==> src/rtl/an_n29_pkg.sv <==
// Shared constants, payload types and the residue->syndrome table for the A=29 AN-code corrector.
package an_n29_pkg;

    localparam int unsigned A     = 29;
    localparam int unsigned CW_W  = 14;
    localparam int unsigned Q_W   = 10;
    localparam int unsigned R_W   = 5;
    localparam int unsigned IDX_W = 4;
    localparam int unsigned K_W   = 10;
    localparam int unsigned CNT_W = 16;
    localparam int unsigned SYN_N = A - 1;

    // One syndrome: flipped bit position, error sign, quotient offset k
    typedef struct packed {
        logic [IDX_W-1:0]      idx;
        logic                  neg;
        logic signed [K_W-1:0] k;
    } syn_entry_t;

    typedef struct packed {
        logic [Q_W-1:0]        q;
        logic                  error;
        logic                  consistent;
        logic signed [K_W-1:0] k;
    } s1_payload_t;

    typedef struct packed {
        logic [Q_W-1:0] q;
        logic           corrected;
        logic           uncorr;
    } s2_payload_t;

    // Entry n holds residue n+1; e=+2^i gives k=floor(2^i/29), e=-2^i gives k=-ceil(2^i/29)
    localparam syn_entry_t SYN_TABLE [SYN_N] = '{
        '{4'd0,  1'b0,  10'sd0},    // r=1
        '{4'd1,  1'b0,  10'sd0},    // r=2
        '{4'd5,  1'b0,  10'sd1},    // r=3
        '{4'd2,  1'b0,  10'sd0},    // r=4
        '{4'd8,  1'b1, -10'sd9},    // r=5
        '{4'd6,  1'b0,  10'sd2},    // r=6
        '{4'd12, 1'b0,  10'sd141},  // r=7
        '{4'd3,  1'b0,  10'sd0},    // r=8
        '{4'd10, 1'b0,  10'sd35},   // r=9
        '{4'd9,  1'b1, -10'sd18},   // r=10
        '{4'd11, 1'b1, -10'sd71},   // r=11
        '{4'd7,  1'b0,  10'sd4},    // r=12
        '{4'd4,  1'b1, -10'sd1},    // r=13
        '{4'd13, 1'b0,  10'sd282},  // r=14
        '{4'd13, 1'b1, -10'sd283},  // r=15
        '{4'd4,  1'b0,  10'sd0},    // r=16
        '{4'd7,  1'b1, -10'sd5},    // r=17
        '{4'd11, 1'b0,  10'sd70},   // r=18
        '{4'd9,  1'b0,  10'sd17},   // r=19
        '{4'd10, 1'b1, -10'sd36},   // r=20
        '{4'd3,  1'b1, -10'sd1},    // r=21
        '{4'd12, 1'b1, -10'sd142},  // r=22
        '{4'd6,  1'b1, -10'sd3},    // r=23
        '{4'd8,  1'b0,  10'sd8},    // r=24
        '{4'd2,  1'b1, -10'sd1},    // r=25
        '{4'd5,  1'b1, -10'sd2},    // r=26
        '{4'd1,  1'b1, -10'sd1},    // r=27
        '{4'd0,  1'b1, -10'sd1}     // r=28
    };

    // Apply q-k in Q_W+2 signed bits; out-of-range or inconsistent errors pass q through
    function automatic s2_payload_t correct(input s1_payload_t p);
        logic signed [Q_W+1:0] diff;
        s2_payload_t           o;
        o.q         = p.q;
        o.corrected = 1'b0;
        o.uncorr    = 1'b0;
        diff = $signed({2'b00, p.q}) - $signed({{(Q_W+2-K_W){p.k[K_W-1]}}, p.k});
        if (p.error) begin
            if (p.consistent && (diff[Q_W+1:Q_W] == 2'b00)) begin
                o.q         = diff[Q_W-1:0];
                o.corrected = 1'b1;
            end else begin
                o.uncorr = 1'b1;
            end
        end
        return o;
    endfunction

    function automatic logic [CNT_W-1:0] sat_inc(input logic [CNT_W-1:0] c);
        return (&c) ? c : c + CNT_W'(1);
    endfunction

endpackage

==> src/rtl/an_syndrome_rom_n29.sv <==
// Combinational residue -> syndrome lookup; hit_o is low for r=0 and for illegal r>=29.
module an_syndrome_rom_n29
    import an_n29_pkg::*;
(
    input  logic [R_W-1:0] r_i,
    output syn_entry_t     entry_o,
    output logic           hit_o
);

    always_comb begin
        entry_o = '0;
        hit_o   = 1'b0;
        if ((r_i != '0) && (r_i < R_W'(A))) begin
            hit_o   = 1'b1;
            entry_o = SYN_TABLE[r_i - R_W'(1)];
        end
    end

endmodule

==> src/rtl/an_corrector_n29.sv <==
// Two-stage valid/ready single-bit AN-code (A=29) corrector after the Barrett decoder.
// Optional AN_STATS_EN adds saturating corrected/uncorrectable beat counters.
module an_corrector_n29
    import an_n29_pkg::*;
(
    input  logic             clk,
    input  logic             rst,
    input  logic             in_valid,
    output logic             in_ready,
    input  logic [CW_W-1:0]  in_codeword,
    input  logic [Q_W-1:0]   in_q,
    input  logic [R_W-1:0]   in_r,
    input  logic             in_error,
    output logic             out_valid,
    input  logic             out_ready,
    output logic [Q_W-1:0]   out_q,
    output logic             out_corrected,
    output logic             out_uncorr,
    input  logic             stat_clr,
    output logic [CNT_W-1:0] stat_corr_cnt,
    output logic [CNT_W-1:0] stat_unc_cnt
);

    syn_entry_t  syn;
    logic        syn_hit;
    s1_payload_t s1_q, s1_d;
    s2_payload_t s2_q, s2_d;
    logic        s1_valid_q, s2_valid_q;
    logic        s1_load, s2_load;

    an_syndrome_rom_n29 u_rom (
        .r_i     (in_r),
        .entry_o (syn),
        .hit_o   (syn_hit)
    );

    // A stage may load when empty or when its contents move downstream this cycle
    assign s2_load  = !s2_valid_q || out_ready;
    assign s1_load  = !s1_valid_q || s2_load;
    assign in_ready = s1_load;

    // Illegal residues are forced to errors; syn_hit=0 then makes them inconsistent
    always_comb begin
        s1_d.q          = in_q;
        s1_d.error      = in_error || (in_r >= R_W'(A));
        s1_d.consistent = syn_hit && (in_codeword[syn.idx] ^ syn.neg);
        s1_d.k          = syn.k;
    end

    assign s2_d = correct(s1_q);

    always_ff @(posedge clk) begin
        if (rst) begin
            s1_valid_q <= 1'b0;
            s1_q       <= '0;
            s2_valid_q <= 1'b0;
            s2_q       <= '0;
        end else begin
            if (s1_load) begin
                s1_valid_q <= in_valid;
                if (in_valid) begin
                    s1_q <= s1_d;
                end
            end
            if (s2_load) begin
                s2_valid_q <= s1_valid_q;
                if (s1_valid_q) begin
                    s2_q <= s2_d;
                end
            end
        end
    end

    assign out_valid     = s2_valid_q;
    assign out_q         = s2_q.q;
    assign out_corrected = s2_q.corrected;
    assign out_uncorr    = s2_q.uncorr;

`ifdef AN_STATS_EN
    logic [CNT_W-1:0] corr_cnt_q, corr_cnt_d;
    logic [CNT_W-1:0] unc_cnt_q, unc_cnt_d;
    logic             out_fire;

    assign out_fire = s2_valid_q && out_ready;

    // Clear wins over a same-cycle increment
    always_comb begin
        corr_cnt_d = corr_cnt_q;
        unc_cnt_d  = unc_cnt_q;
        if (stat_clr) begin
            corr_cnt_d = '0;
            unc_cnt_d  = '0;
        end else if (out_fire) begin
            if (s2_q.corrected) begin
                corr_cnt_d = sat_inc(corr_cnt_q);
            end
            if (s2_q.uncorr) begin
                unc_cnt_d = sat_inc(unc_cnt_q);
            end
        end
    end

    always_ff @(posedge clk) begin
        if (rst) begin
            corr_cnt_q <= '0;
            unc_cnt_q  <= '0;
        end else begin
            corr_cnt_q <= corr_cnt_d;
            unc_cnt_q  <= unc_cnt_d;
        end
    end

    assign stat_corr_cnt = corr_cnt_q;
    assign stat_unc_cnt  = unc_cnt_q;
`else
    logic unused_stat_clr;
    assign unused_stat_clr = stat_clr;
    assign stat_corr_cnt   = '0;
    assign stat_unc_cnt    = '0;
`endif

endmodule
==> config.mk <==
export PLATFORM = sky130hd
export DESIGN_NAME = an_corrector_n29
export DESIGN_NICKNAME = d
export VERILOG_FILES = /design/src/rtl/an_n29_pkg.sv /design/src/rtl/an_syndrome_rom_n29.sv /design/src/rtl/an_corrector_n29.sv
export SDC_FILE = /design/constraint.sdc
export NUM_CORES = 1
export LEC_CHECK = 0
export CAP_MARGIN = 0
export CORE_MARGIN = 2
export CORE_UTILIZATION = 55
export DETAILED_ROUTE_END_ITERATION = 8
export PLACE_DENSITY = 0.87
export SYNTH_ARGS = -nofsm -noshare
export SYNTH_HDL_FRONTEND = slang
export SYNTH_HIERARCHICAL = 1
export SYNTH_SLANG_ARGS = --single-unit
==> constraint.sdc <==
create_clock -name clk -period 11.7 [get_ports clk]
set_clock_uncertainty 0.2 [all_clocks]
set_input_delay 3.51 -clock clk [delete_from_list [all_inputs] [get_ports clk]]
set_output_delay 3.51 -clock clk [all_outputs]
set_load 0.03 [all_outputs]
==> out/qor.txt <==
Area share, top type: 21.1%
Post-CTS setup buffer count: 0
Well-tap cell count: 75
Yosys top cell by area: dfxtp_1
Worst hold path stage count: 2
Tot Pwr: 393 uW
Metal3 WL: 657 um
Final core occ: 63.5%
Antenna violations before repair: 0
Final net count: 533
# clock sinks: 36
Top Metal Used: met4
Drt via density: 6.01
Register share after synthesis: 21.1%
End of the worst hold path: s1_q[8]$_SDFFE_PP0P_
Comb power frac: 40.9%
Syn Area/Cell: 7.57 um2
WP depth: 4
NetSw: 145 uW
R2R depth: 10
Setup crit start: out_ready
Leakage: 0.00152 uW
Dpl cells: 545
Power Sequential: 137 uW
Yosys chip area: 0.00341 mm2
Fmax: 115 MHz
Slew headroom: 29.2%
Top-count cell post-synth: nand2_1
Non-CTS buffers: 49
Clock group power: 95.7 uW
Worst vdd ir: 0.0787 mV
Share of cells above drive strength 1: 6.29%
Sw Share: 36.8%
Hold WC Path Type: flop to flop
Sequential cell area: 721 um2
CP delay by family, top: buffers and inverters
Largest cell class by area: combinational gates
Clock Latency Late Sink: 290 ps
Cell area after layout: 0.00378 mm2
CP Capture Type: output port
Ys flops: 36
Hold Slack: 257 ps
Total Routing Usage GR: 25.3%
Cell Area, Synth: 0.00341 mm2
Dpl ws: 2970 ps
DRC viols: 0
Reg2reg start: s1_q[12]$_SDFFE_PP0P_
Most used routing layer: met2
Least-Margin Pin Slew: 1050 ps
Starting DRT DRC Count: 231
Async S/R FF share, synth: 0%
Dominant Register Cell: dfxtp_1
Drt wl/cell: 15.2 um
Cell mode on critical path: clkdlybuf4s50_1
Final WS setup: 3030 ps
Ys cells: 451
Post-CTS sizing: 0
First-pass GRT wire length: 13,700 um
Crit path DRT: 7990 ps
Startpoint Class: input port
Largest net degree at the start of global routing: 44
Status: finished clean
ANT cells: 0
Number of global-route vias before repair: 2,908
Flip-flops: 36
Critical setup path kind: input port to output port
Synth Instances: 451
Number of flip-flops in the largest register: 22
Final setup viols: 0
Logic Gate Count: 361
Critical Path Max Stage Delay: 620 ps
Mux cell area share after synthesis: 2.93%
Post-DRT Antenna Nets: 0
Overflow after GRT: 0
WL met2: 3840 um
XOR/XNOR Fraction of Synth Area: 3.56%
Area after DPL: 0.00368 mm2
Post-synth EDFFs: 0
Slowest-stage cell, CP: clkdlybuf4s50_1
Hpwl dp: 6110 um
Combinational Power: 161 uW
Post-synth cell types: 70
Multi-input combinational area share: 60.7%
Fillers: 529
Setup TNS: 0 ps
Synth area leaders: dfxtp_1 (21%), nand2_1 (7.8%), ha_1 (7.3%)
And+or+nand+nor area frac: 21.1%
Most numerous logic cell after layout: nand2_1
YS warnings: 6
Hold buffer count at CTS: 0
Routed met1 length: 3750 um
Final hold viol count: 0
Tool warnings: 35
Clock power share: 24.3%
Crit Reg-Reg Endpoint: out_q[2]$_SDFFE_PP0P_
Adder share: 9.38%
R2r setup slk: 8390 ps
Worst path arrival time: 4960 ps
Port Buffers: 47
Crit share post-route: 74.1%
Crit-path max FO: 5
Layout clock buffers: 7
Hold path startpoint: s1_q[8]$_SDFFE_PP0P_
Most common logic cells in the final layout: nand2_1 (71), a21oi_1 (47), clkdlybuf4s50_1 (47)
Sequential Power Share: 34.8%
Clock Path Buffers: 2
PD cells: 104 mW/mm2
P_int: 248 uW
Critical path, cell by cell: clkdlybuf4s50_1, nor2b_1, nand2_1, clkdlybuf4s50_1
Crit path time final: 8670 ps
Die Ht: 82.8 um
Top reg by flops: s1_q
Area grow syn2layout: 10.8%
CTS tree: built
RSZ-0062 raised after global routing: no
NonClk Buf Share: 12.8%
Crit path buf inv count: 2
Worst-path clk slew: 70 ps
CTS root buffer: clkbuf_8
List of most frequent post-synthesis cells: nand2_1 (71), a21oi_1 (47), dfxtp_1 (36)
Gate Area: 0.00229 mm2
Die width: 82.8 um
# IOs: 81
Clock buf/inv share: 2.55%
Fig. 1: M1 wires
Supply wires on this layer in grey.
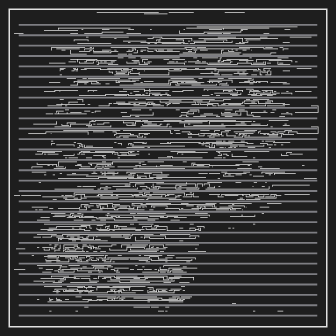
- share of all routed wire: 45%
- wire length on this layer: 3,750 um
- main direction: horizontal
- nets with wire on the layer: 451
- longest straight run: 27.1 um
final wirelength: 8370 um
vias after detailed routing: 3,320
met1 Use GR: 36.4%

Fig. 2: metal 2
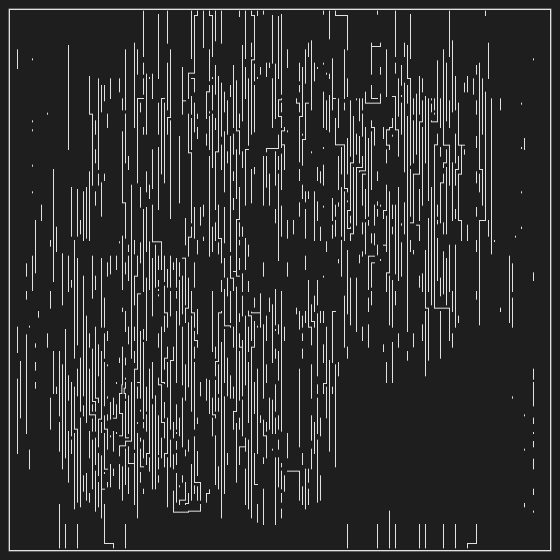
- nets with wire on the layer: 444
- wire length on this layer: 3,840 um
- main direction: vertical
GR Util met2: 39.8%

Fig. 3: met3 routing
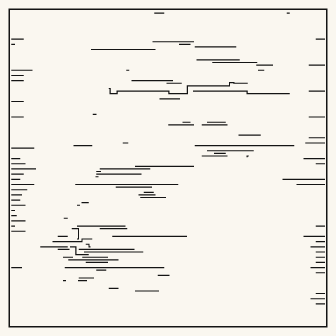
- main direction: horizontal
- share of all routed wire: 7.9%
- longest straight run: 26.7 um
- nets with wire on the layer: 96
- wire length on this layer: 658 um
GRT met3 Usage: 3.35%

Power figures rest on the tool's default switching activity, not on a simulated workload.
